==> config.mk <==
export PLATFORM = sky130hd
export DESIGN_NAME = debouncer
export DESIGN_NICKNAME = d
export VERILOG_FILES = /design/src/rtl/debouncer.sv
export SDC_FILE = /design/constraint.sdc
export NUM_CORES = 1
export LEC_CHECK = 0
export CAP_MARGIN = 10
export CORE_AREA = 2 2 45 47
export CTS_BUF_LIST = sky130_fd_sc_hd__clkbuf_8
export DETAILED_ROUTE_END_ITERATION = 7
export DIE_AREA = 0 0 47 49
export PLACE_DENSITY = 0.75
export REMOVE_ABC_BUFFERS = 1
export SETUP_SLACK_MARGIN = 0.05
export SYNTH_ARGS = -nofsm -noshare
export SYNTH_HDL_FRONTEND = slang
export SYNTH_SLANG_ARGS = --single-unit
==> constraint.sdc <==
create_clock -name clk -period 2.05 [get_ports clk]
set_clock_uncertainty 0.05 [all_clocks]
set_input_delay 0.205 -clock clk [delete_from_list [all_inputs] [get_ports clk]]
set_output_delay 0.205 -clock clk [all_outputs]
set_load 0.05 [all_outputs]
Fig. 1: run 1, metal layers overlaid
Scale: 12 px per um. Only two layers are drawn.
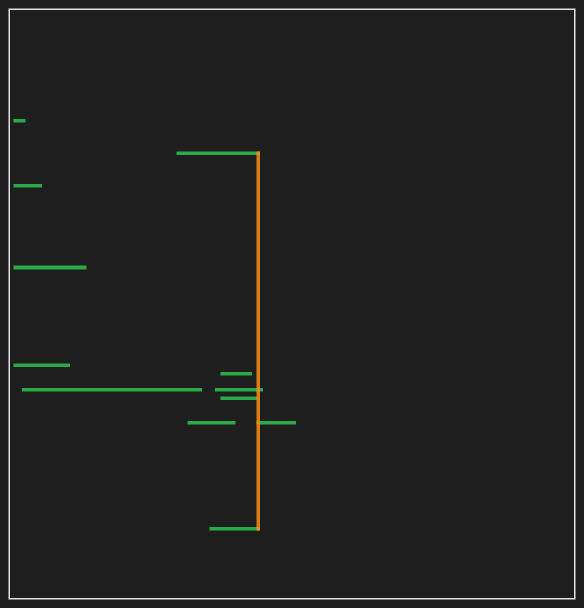
[orange] met4 | wire length: 31.3 um
[green] met3 | wire length: 53.6 um
gr usage total: 19.1%
WL/cell: 13.9 um
total number of vias: 748

Fig. 2: run 1, layout detail
Region (25, 27) to (45, 47) um. Cells in gray, sequential cells in the stronger gray; small squares are vias.
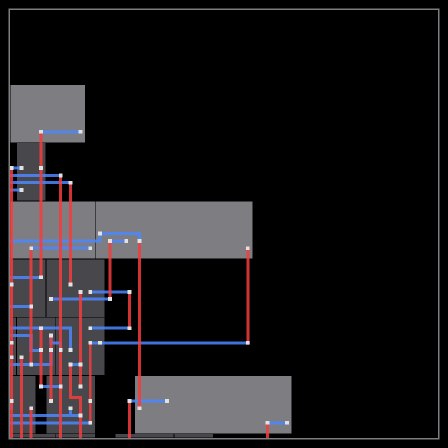
[blue] met1
[red] met2
cells with their middle in the window: 10
sequential cells in the window: 3
most frequent: dfxtp_1 (3)

Fig. 3: run 1, wires at chosen ports, followed through buffers
Scale: 8 px per um.
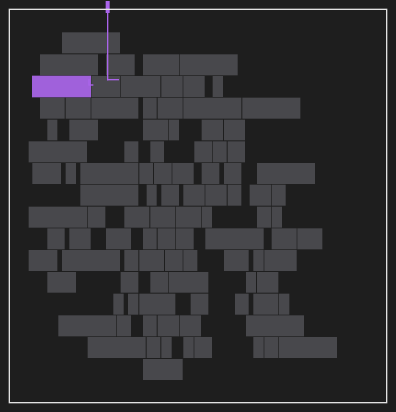
[purple] fall_pulse | direction: output | edge: top | end cells: 1 | wire: 10.9 um
Port Buffers: 5
io pins: 6

==> impl_metrics.env, run 1 <==
# source this file to load flow results
export IMPL_stdcell_area_um2=962
export IMPL_logic_area_um2=469
export IMPL_die_x_um=47
export IMPL_path_buffers=0
export IMPL_postSynthSeqShare_pct=39.7
export IMPL_die_h_um=49
export IMPL_cp_depth=5
export IMPL_critPathMaxFanout=5
export IMPL_clock_buffer_count=3
export IMPL_flop_cell="dfxtp_1"
export IMPL_num_antenna_cells=0
export IMPL_inverters=4
export IMPL_relSlewSlack_pct=65.6
export IMPL_grt_busiest_layer="met2"
export IMPL_clkTransAtPathRegs_ps=70
export IMPL_rsz0062_at_grt="no"
export IMPL_hold_worst_slack_ps=398
export IMPL_fin_tns_setup_ps=0
export IMPL_holdPathStages=1
export IMPL_placed_area_um2=916
export IMPL_wl_met2_um=869
export IMPL_final_cells=128
export IMPL_n_sequential_cell=17
export IMPL_status="complete, no violations"
export IMPL_synthTopCellsByArea="dfxtp_1, and4_1, a21oi_1, nand4_1, nand2_1"
export IMPL_pre_cts_slack_ps=449
export IMPL_setup_violations=0
export IMPL_cts_sinks=17
export IMPL_mux_share_pct=1.17
export IMPL_yosysWarnings=0
export IMPL_largest_reg_flops=10
export IMPL_tool_warnings=25
export IMPL_clkLatencyLatePin_ps=260
export IMPL_edf_count=0
export IMPL_yosys_cells=97
export IMPL_cts_repair_resized=0
export IMPL_synth_cells=97
export IMPL_top_cells_by_count="dfxtp_1, a21oi_1, nand2_1"
export IMPL_fmax_mhz=612
export IMPL_power_frac_comb_pct=4.1
export IMPL_taps=27
export IMPL_async_flop_share_pct=0
export IMPL_root_buffer="clkbuf_8"
export IMPL_logic_gate_count=70
export IMPL_post_cts_buffers=0
export IMPL_buf_share_pct=5.98
export IMPL_ys_sh_xor_pct=2.92
export IMPL_crit_path_end_kind="register"
export IMPL_hold_class="register to register"
export IMPL_critical_path_class="register to register"
export IMPL_first_iter_violations=23
export IMPL_grt_pass1_wl_um=3180
export IMPL_vdd_drop_max_v=0.000467
export IMPL_power_density_nw_per_um2=646
export IMPL_cp_top_family="AND-OR/OR-AND gates"
export IMPL_cp_slowest_stage_delay_ps=370
export IMPL_nNonClkBuffers=6
export IMPL_cts_buffers=3
export IMPL_synth_distinct_cells=38
export IMPL_r2r_cells=5
export IMPL_dr_max_layer_used="met4"
export IMPL_cts_tree="done"
export IMPL_grtUsageMet2_pct=27.9
export IMPL_ys_sh_adder_pct=1.46
export IMPL_via_per_inst=5.84
export IMPL_top_area_share_pct=39.7
export IMPL_first_global_vias=707
export IMPL_finalPower_uw=621
export IMPL_p_clk_uw=261
export IMPL_pg_comb_uw=25.3
export IMPL_fillers=174
export IMPL_pg_seq_uw=335
export IMPL_pwr_share_seq_pct=53.9
export IMPL_final_nets=106
export IMPL_crit_chain="ha_1 -> and4_1 -> a41oi_1 -> a311o_2 -> a21oi_1"
export IMPL_avgSynthCellArea_um2=8.84
export IMPL_fin_util_pct=52.2
export IMPL_antenna_found_initial=0
export IMPL_die_area_um2=2300
export IMPL_largest_class="combinational gates"
export IMPL_grt_overflow=0
export IMPL_placed_cells=124
export IMPL_power_frac_clock_pct=42.0
export IMPL_cap_violations=0
export IMPL_htreeDepth=1
export IMPL_tightest_slew_ps=514
export IMPL_cts_hold_buf=0
export IMPL_layout_top_cell="dfxtp_1"
export IMPL_p_int_uw=478
export IMPL_power_leader="sequential cells"
export IMPL_comb_share_pct=48.8
export IMPL_top_logic_kind="simple AND/OR/NAND/NOR gates"
export IMPL_cts_max_path_buffers=2
export IMPL_wl_met3_um=53
export IMPL_use_met1_pct=25.2
export IMPL_wl_met1_um=830
export IMPL_most_common_cell="dfxtp_1"
export IMPL_drc=0
export IMPL_finalClockPeriodUsage_pct=79.7
export IMPL_core_area_um2=1840
export IMPL_cp_data_arrival_time_ps=1780
export IMPL_grtUsageMet3_pct=3.33
export IMPL_synth_area_um2=857
export IMPL_cpMaxStageDelayCell="a311o_2"
export IMPL_ant_nets=0
export IMPL_switching_power_uw=143
export IMPL_clockNetworkAreaShare_pct=4.81
export IMPL_register_area_um2=340
export IMPL_drive_above_1_share_pct=12.9
export IMPL_p_leak_nw=0.319
export IMPL_slew_viol_final=0
export IMPL_hold_viol=0
export IMPL_yosysTopAreaCell="dfxtp_1"
export IMPL_post_route_min_period_ps=1630
export IMPL_place_detailed_hpwl_um=1230
export IMPL_yosysChipArea_um2=857
export IMPL_fin_ws_ps=416
export IMPL_lay_top_cells="dfxtp_1, a21oi_1, nand2_1"
export IMPL_sh_seq_area_pct=35.4
Fig. 4: run 1, the clock network
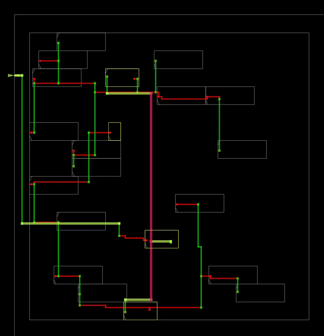

==> inputs of run 2 (changes only) <==
PLACE_DENSITY = 0.77   (was 0.75)
clock period = 1.3 ns   (was 2.05 ns; I/O delays follow)
Fig. 5: run 2, the clock network
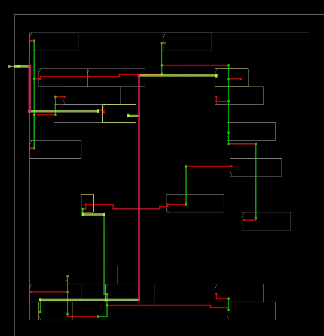
CTS Buf Count: 3
flop count: 17
worst skew pair latency: 270 ps
P_clk: 435 uW

Fig. 6: run 2, metal layers overlaid
Scale: 12 px per um. Only two layers are drawn.
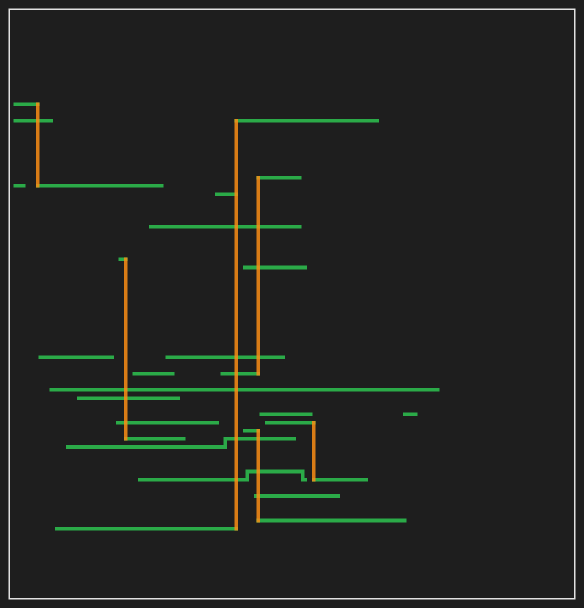
[green] met3 | wire length: 209 um
[orange] met4 | wire length: 84.3 um
gr usage total: 30.2%
total number of vias: 984
WL/cell: 19.5 um
final WL: 3140 um

Fig. 7: run 2, layout detail
Region (25, 27) to (45, 47) um. Cells in gray, sequential cells in the stronger gray; small squares are vias.
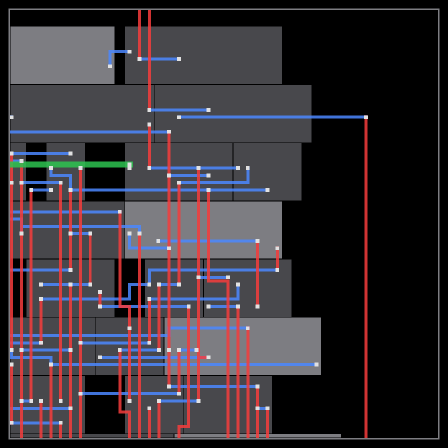
[green] met3
[blue] met1
[red] met2
most frequent: dfxtp_1 (3), buf_6 (3)
cells with their middle in the window: 18
sequential cells in the window: 3

==> impl_metrics.env, run 2 <==
# source this file to load flow results
export IMPL_fin_ws_ps=-204
export IMPL_largest_class="combinational gates"
export IMPL_yosysTopAreaCell="dfxtp_1"
export IMPL_relSlewSlack_pct=78.9
export IMPL_cp_slowest_stage_delay_ps=360
export IMPL_synth_area_um2=857
export IMPL_power_frac_comb_pct=7.3
export IMPL_die_x_um=47
export IMPL_htreeDepth=1
export IMPL_edf_count=0
export IMPL_holdPathStages=1
export IMPL_num_antenna_cells=0
export IMPL_inverters=4
export IMPL_pg_seq_uw=522
export IMPL_drive_above_1_share_pct=56.7
export IMPL_core_area_um2=1840
export IMPL_cap_violations=0
export IMPL_grt_pass1_wl_um=4900
export IMPL_hold_viol=0
export IMPL_fillers=114
export IMPL_post_cts_buffers=6
export IMPL_grt_busiest_layer="met2"
export IMPL_nNonClkBuffers=39
export IMPL_flop_cell="dfxtp_1"
export IMPL_most_common_cell="dfxtp_1"
export IMPL_clockNetworkAreaShare_pct=3.20
export IMPL_power_density_nw_per_um2=712
export IMPL_tool_warnings=27
export IMPL_vdd_drop_max_v=0.00107
export IMPL_critical_path_class="register to register"
export IMPL_cp_top_family="AND-OR/OR-AND gates"
export IMPL_largest_reg_flops=10
export IMPL_die_h_um=49
export IMPL_grtUsageMet2_pct=43.2
export IMPL_power_leader="sequential cells"
export IMPL_slew_viol_final=0
export IMPL_place_detailed_hpwl_um=1660
export IMPL_first_iter_violations=32
export IMPL_final_cells=161
export IMPL_root_buffer="clkbuf_8"
export IMPL_ant_nets=0
export IMPL_violations="negative setup slack"
export IMPL_buf_share_pct=25.6
export IMPL_sh_seq_area_pct=24.6
export IMPL_top_logic_kind="simple AND/OR/NAND/NOR gates"
export IMPL_fin_util_pct=78.7
export IMPL_cts_sinks=17
export IMPL_switching_power_uw=265
export IMPL_synth_distinct_cells=38
export IMPL_finalClockPeriodUsage_pct=116
export IMPL_ys_sh_xor_pct=2.92
export IMPL_cts_repair_resized=38
export IMPL_async_flop_share_pct=0
export IMPL_lay_top_cells="buf_4, dfxtp_1, nand2_1"
export IMPL_path_buffers=1
export IMPL_cp_depth=6
export IMPL_wl_met2_um=1630
export IMPL_hold_worst_slack_ps=410
export IMPL_register_area_um2=357
export IMPL_rsz0062_at_grt="yes"
export IMPL_wl_met3_um=209
export IMPL_power_frac_clock_pct=42.2
export IMPL_cp_data_arrival_time_ps=1630
export IMPL_p_int_uw=767
export IMPL_clock_buffer_count=3
export IMPL_pg_comb_uw=75.1
export IMPL_critPathMaxFanout=4
export IMPL_pre_cts_slack_ps=-255
export IMPL_logic_area_um2=627
export IMPL_finalPower_mw=1.03
export IMPL_clkTransAtPathRegs_ps=80
export IMPL_pin_count=6
export IMPL_port_buffers=5
export IMPL_r2r_cells=6
export IMPL_avgSynthCellArea_um2=8.84
export IMPL_ys_sh_adder_pct=1.46
export IMPL_drc=0
export IMPL_synth_cells=97
export IMPL_placed_cells=150
export IMPL_mux_share_pct=1.17
export IMPL_tightest_slew_ps=316
export IMPL_cpMaxStageDelayCell="dfxtp_2"
export IMPL_wl_met1_um=1220
export IMPL_crit_path_end_kind="register"
export IMPL_use_met1_pct=37.4
export IMPL_setup_violations=15
export IMPL_status="complete, but fails checks"
export IMPL_cts_hold_buf=0
export IMPL_crit_chain="ha_4 -> and2_4 -> buf_6 -> nand4_1 -> o21a_1 -> o32ai_2"
export IMPL_placed_area_um2=1150
export IMPL_top_cells_by_count="dfxtp_1, a21oi_1, nand2_1"
export IMPL_dr_max_layer_used="met4"
export IMPL_p_leak_nw=0.542
Power figures rest on the tool's default switching activity, not on a simulated workload.
